**Power grid**

The bar under the picture is 20 microns long. Pins as bars on the die edge.
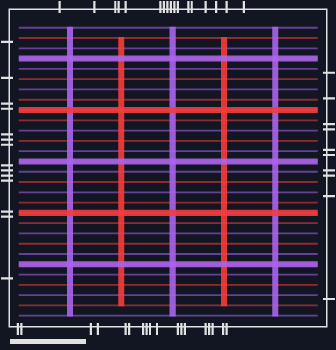
**Cell classes on the final placement**

Fill, decap, tap and diode cells in grey.
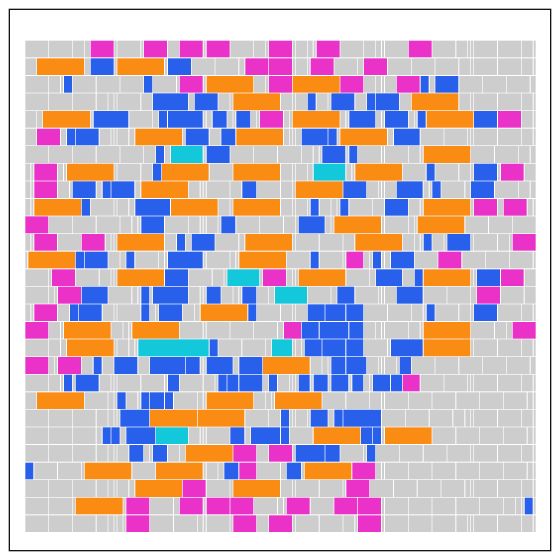
**Clock network drawn from the DEF**

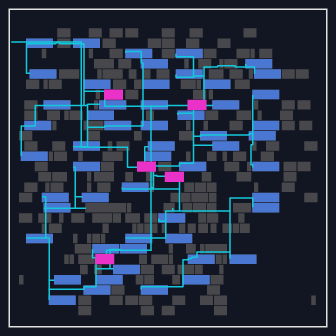
--- src/rtl/result_serializer_pkg.sv ---
// Shared definitions for the result serializer and its operand-loader sibling.
package outputdata_pkg;

  // FSM states shared by the loader/serializer pair
  typedef enum logic [1:0] {
    IDLE = 2'd0,
    HDR  = 2'd1,
    SEND = 2'd2
  } state_t;

  // 7-seg display tag prefixes: operands A/B and the result
  localparam logic [3:0] TAG_A = 4'hA;
  localparam logic [3:0] TAG_B = 4'hB;
  localparam logic [3:0] TAG_R = 4'hC;

  // Special-case codes carried alongside a result word
  localparam logic [1:0] FLAG_NORM = 2'b00;
  localparam logic [1:0] FLAG_ZERO = 2'b01;
  localparam logic [1:0] FLAG_INF  = 2'b10;
  localparam logic [1:0] FLAG_NAN  = 2'b11;

  // Byte number 0 marks the header byte on the display
  localparam logic [3:0] HDR_NUM = 4'h0;

  // Build a result display tag from a 1-based byte number
  function automatic logic [7:0] result_tag(input logic [3:0] num);
    return {TAG_R, num};
  endfunction

endpackage

--- src/rtl/result_serializer_if.sv ---
// Word-in / byte-out handshake bundle for the result serializer.
// master: serializer side, slave: upstream producer plus downstream consumer.
interface result_serializer_if #(
  parameter int unsigned NBYTES = 4,
  parameter int unsigned BYTE_W = 8
);

  logic                     word_valid;
  logic                     word_ready;
  logic [NBYTES*BYTE_W-1:0] word_data;
  logic [1:0]               word_flags;
  logic                     byte_valid;
  logic                     byte_ready;
  logic [BYTE_W-1:0]        byte_data;
  logic [7:0]               byte_tag;
  logic                     byte_last;
  logic                     busy;
  logic                     done;

  modport master (
    input  word_valid, word_data, word_flags, byte_ready,
    output word_ready, byte_valid, byte_data, byte_tag, byte_last, busy, done
  );

  modport slave (
    output word_valid, word_data, word_flags, byte_ready,
    input  word_ready, byte_valid, byte_data, byte_tag, byte_last, busy, done
  );

endinterface

--- src/rtl/result_serializer.sv ---
// Result serializer: takes one result word and streams it out LSB byte first,
// each byte tagged for the 7-seg display path.
// Optional RESULT_SERIALIZER_HEADER_EN: prepend a header byte carrying the flags.
module result_serializer
  import outputdata_pkg::*;
#(
  parameter int unsigned NBYTES = 4,
  parameter int unsigned BYTE_W = 8
) (
  input  logic                clk,
  input  logic                rst,
  result_serializer_if.master bus
);

  localparam int unsigned WORD_W = NBYTES * BYTE_W;
  localparam int unsigned CNT_W  = $clog2(NBYTES + 1);
  localparam logic [CNT_W-1:0] LAST_CNT = CNT_W'(NBYTES - 1);

  state_t              state_q, state_d;
  logic [CNT_W-1:0]    cnt_q, cnt_d;
  logic [WORD_W-1:0]   word_q, word_d;

  logic                word_ready_q, word_ready_d;
  logic                busy_q, busy_d;
  logic                byte_valid_q, byte_valid_d;
  logic [BYTE_W-1:0]   byte_data_q, byte_data_d;
  logic [7:0]          byte_tag_q, byte_tag_d;
  logic                byte_last_q, byte_last_d;
  logic                done_q, done_d;

  logic                accept;
  logic                hs;
  logic                is_last;

`ifdef RESULT_SERIALIZER_HEADER_EN
  logic [1:0]          flags_q, flags_d;
`else
  logic                unused_flags;
  assign unused_flags = ^bus.word_flags;
`endif

  assign accept  = word_ready_q && bus.word_valid;
  assign hs      = byte_valid_q && bus.byte_ready;
  assign is_last = (cnt_q == LAST_CNT);

  // State, held word and registered outputs
  always_ff @(posedge clk) begin
    if (rst) begin
      state_q      <= IDLE;
      cnt_q        <= '0;
      word_q       <= '0;
      word_ready_q <= 1'b1;
      busy_q       <= 1'b0;
      byte_valid_q <= 1'b0;
      byte_data_q  <= '0;
      byte_tag_q   <= '0;
      byte_last_q  <= 1'b0;
      done_q       <= 1'b0;
`ifdef RESULT_SERIALIZER_HEADER_EN
      flags_q      <= '0;
`endif
    end else begin
      state_q      <= state_d;
      cnt_q        <= cnt_d;
      word_q       <= word_d;
      word_ready_q <= word_ready_d;
      busy_q       <= busy_d;
      byte_valid_q <= byte_valid_d;
      byte_data_q  <= byte_data_d;
      byte_tag_q   <= byte_tag_d;
      byte_last_q  <= byte_last_d;
      done_q       <= done_d;
`ifdef RESULT_SERIALIZER_HEADER_EN
      flags_q      <= flags_d;
`endif
    end
  end

  // Next state, byte counter and word capture
  always_comb begin
    state_d = state_q;
    cnt_d   = cnt_q;
    word_d  = word_q;
`ifdef RESULT_SERIALIZER_HEADER_EN
    flags_d = flags_q;
`endif
    case (state_q)
      IDLE: begin
        if (accept) begin
          word_d = bus.word_data;
          cnt_d  = '0;
`ifdef RESULT_SERIALIZER_HEADER_EN
          flags_d = bus.word_flags;
          state_d = HDR;
`else
          state_d = SEND;
`endif
        end
      end
      HDR: begin
        if (hs) begin
          state_d = SEND;
          cnt_d   = '0;
        end
      end
      SEND: begin
        if (hs) begin
          if (is_last) state_d = IDLE;
          else         cnt_d   = cnt_q + 1'b1;
        end
      end
      default: state_d = IDLE;
    endcase
  end

  // Output values for the coming cycle, derived from the next state so they register cleanly
  always_comb begin
    word_ready_d = 1'b0;
    busy_d       = 1'b0;
    byte_valid_d = 1'b0;
    byte_data_d  = '0;
    byte_tag_d   = '0;
    byte_last_d  = 1'b0;
    done_d       = (state_q == SEND) && hs && is_last;
    case (state_d)
      IDLE: word_ready_d = 1'b1;
      HDR: begin
        busy_d       = 1'b1;
        byte_valid_d = 1'b1;
        byte_tag_d   = result_tag(HDR_NUM);
`ifdef RESULT_SERIALIZER_HEADER_EN
        byte_data_d  = BYTE_W'(flags_d);
`endif
      end
      SEND: begin
        busy_d       = 1'b1;
        byte_valid_d = 1'b1;
        byte_data_d  = BYTE_W'(word_d >> (int'(cnt_d) * BYTE_W));
        byte_tag_d   = result_tag(4'(cnt_d) + 4'd1);
        byte_last_d  = (cnt_d == LAST_CNT);
      end
      default: word_ready_d = 1'b0;
    endcase
  end

  assign bus.word_ready = word_ready_q;
  assign bus.busy       = busy_q;
  assign bus.byte_valid = byte_valid_q;
  assign bus.byte_data  = byte_data_q;
  assign bus.byte_tag   = byte_tag_q;
  assign bus.byte_last  = byte_last_q;
  assign bus.done       = done_q;

endmodule

--- src/flat_wrapper.sv ---
// flat-port wrapper written by rule: the top's interface ports become plain ports
module result_serializer_flat import outputdata_pkg::*;
#(
  parameter int unsigned NBYTES = 4,
  parameter int unsigned BYTE_W = 8
)
  (clk, rst, bus_word_valid, bus_word_data, bus_word_flags, bus_byte_ready, bus_word_ready, bus_byte_valid, bus_byte_data, bus_byte_tag, bus_byte_last, bus_busy, bus_done);
  result_serializer_if #(.NBYTES(NBYTES), .BYTE_W(BYTE_W)) bus_i ();
  input  logic clk;
  input  logic rst;
  input wire logic [$bits(bus_i.word_valid)-1:0] bus_word_valid;
  input wire logic [$bits(bus_i.word_data)-1:0] bus_word_data;
  input wire logic [$bits(bus_i.word_flags)-1:0] bus_word_flags;
  input wire logic [$bits(bus_i.byte_ready)-1:0] bus_byte_ready;
  output wire logic [$bits(bus_i.word_ready)-1:0] bus_word_ready;
  output wire logic [$bits(bus_i.byte_valid)-1:0] bus_byte_valid;
  output wire logic [$bits(bus_i.byte_data)-1:0] bus_byte_data;
  output wire logic [$bits(bus_i.byte_tag)-1:0] bus_byte_tag;
  output wire logic [$bits(bus_i.byte_last)-1:0] bus_byte_last;
  output wire logic [$bits(bus_i.busy)-1:0] bus_busy;
  output wire logic [$bits(bus_i.done)-1:0] bus_done;
  assign bus_i.word_valid = bus_word_valid;
  assign bus_i.word_data = bus_word_data;
  assign bus_i.word_flags = bus_word_flags;
  assign bus_i.byte_ready = bus_byte_ready;
  assign bus_word_ready = bus_i.word_ready;
  assign bus_byte_valid = bus_i.byte_valid;
  assign bus_byte_data = bus_i.byte_data;
  assign bus_byte_tag = bus_i.byte_tag;
  assign bus_byte_last = bus_i.byte_last;
  assign bus_busy = bus_i.busy;
  assign bus_done = bus_i.done;
  result_serializer #(.NBYTES(NBYTES), .BYTE_W(BYTE_W)) u_core (.clk(clk), .rst(rst), .bus(bus_i));
endmodule
--- config.mk ---
export PLATFORM = sky130hd
export DESIGN_NAME = result_serializer_flat
export DESIGN_NICKNAME = d
export VERILOG_FILES = /design/src/rtl/result_serializer_pkg.sv /design/src/rtl/result_serializer_if.sv /design/src/rtl/result_serializer.sv /design/src/flat_wrapper.sv
export SDC_FILE = /design/constraint.sdc
export NUM_CORES = 1
export LEC_CHECK = 0
export CORE_MARGIN = 2
export CORE_UTILIZATION = 35
export DETAILED_ROUTE_END_ITERATION = 6
export PLACE_DENSITY_LB_ADDON = 0.15
export SLEW_MARGIN = 20
export SYNTH_ARGS = -nofsm -noshare
export SYNTH_HDL_FRONTEND = slang
export SYNTH_SLANG_ARGS = --single-unit
--- constraint.sdc ---
create_clock -name clk -period 3.14 [get_ports clk]
set_input_delay 0.471 -clock clk [delete_from_list [all_inputs] [get_ports clk]]
set_output_delay 0.471 -clock clk [all_outputs]
set_load 0.005 [all_outputs]
==> run_results.csv <==
group,metric,value,unit
outcome,status,"completed",
power,seq_power,0.743,mW
synth,edf_count,0,
power,swShare,0.239,
clock_tree,cts_resized,0,
detailed_routing,drt_iter0_markers,76,
grt,gr-total-overflow,0,
floorplanning,io-pin-count,59,
power,p_int,1.11,mW
synth,syn_inst,207,
floorplanning,chip_area,0.00698,sq mm
synth,synthDistinctLibCells,36,
clock_tree,cts_sinks,54,
grt,use_met2,0.207,
detailed_routing,drt-total-wl,4340,microns
grt,met1_usage,0.178,
synth,netlist_area,0.00222,sq mm
clock_tree,cts_tree,"done",
power,seq_power_share,0.510,
detailed_routing,wl_met2,2010,microns
placed_design,placed_area,0.00278,sq mm
synth,netlist_logic_family_top,"multiplexers",
clock_tree,clk_pin_slew,0.10,ns
clock_tree,post-cts-setup-buffers,0,
setup_path,r2r_end,"u_core.bus.byte_data[4]",
placed_design,dp.cells,326,
## Picture notes: 'power grid'
- VDD: red
- VSS: purple
- rows: 28
- met4 straps: 5
- met5 straps: 5
- met1 rails: 29
- signal pins: 59
maximum vdd drop: 0.247 mV
chip height: 83.6 microns
Die W: 83.6 microns
core area: 0.00603 sq mm

## Picture notes: 'cell classes on the final placement'
- all other logic: blue (cells 139; share of their area 37%)
- flops: orange (cells 54; share of their area 39%)
- clock drivers and dummy loads: cyan (cells 7; share of their area 3.8%)
- other buffers and delay cells: magenta (cells 58; share of their area 20%)
Finished Core Util: 0.480
Seq area share: 0.374
# rows: 28
Design Area, Final: 0.00289 sq mm

## Picture notes: 'clock network drawn from the DEF'
- flip-flops: blue (count 54)
- clock wires: cyan (length 643 microns)
- cells driving clock nets: magenta (count 5)
- routed clock nets: 6
- flops lie: all over the die
clock skew: 0.0101 ns
Latency at later pin: 0.30 ns
Clk pwr share: 0.315
clock-net power: 0.458 mW

flip-flops by register name, summed over array words and instances, names as in the netlist:
signal and count:
u_core.word_q 32, u_core.bus.byte_tag 5, u_core.bus.busy 1, u_core.state_q 2, u_core.bus.byte_last 1, u_core.bus.done 1
u_core.cnt_q 3, u_core.bus.word_ready 1, u_core.bus.byte_data 8
area by class of cell:
class	instances	area [sq um]	share of cell area
Sequential cell	54	1080	0.374
Multi-Input combinational cell	136	1030	0.355
Timing Repair Buffer	58	571	0.197
Tap cell	75	93.8	0.0325
Clock buffer	5	68.8	0.0238
Clock inverter	2	38.8	0.0134
Inverter	3	11.3	0.00389
worst max-delay path, stage by stage:
cell and delay, ns:
clkdlybuf4s50_1 0.54, nand2_1 0.15, or4_1 0.51, and3_1 0.38, buf_4 0.28, mux2_2 0.29
o22ai_1 0.14
Power is estimated from default activity; no workload was simulated.
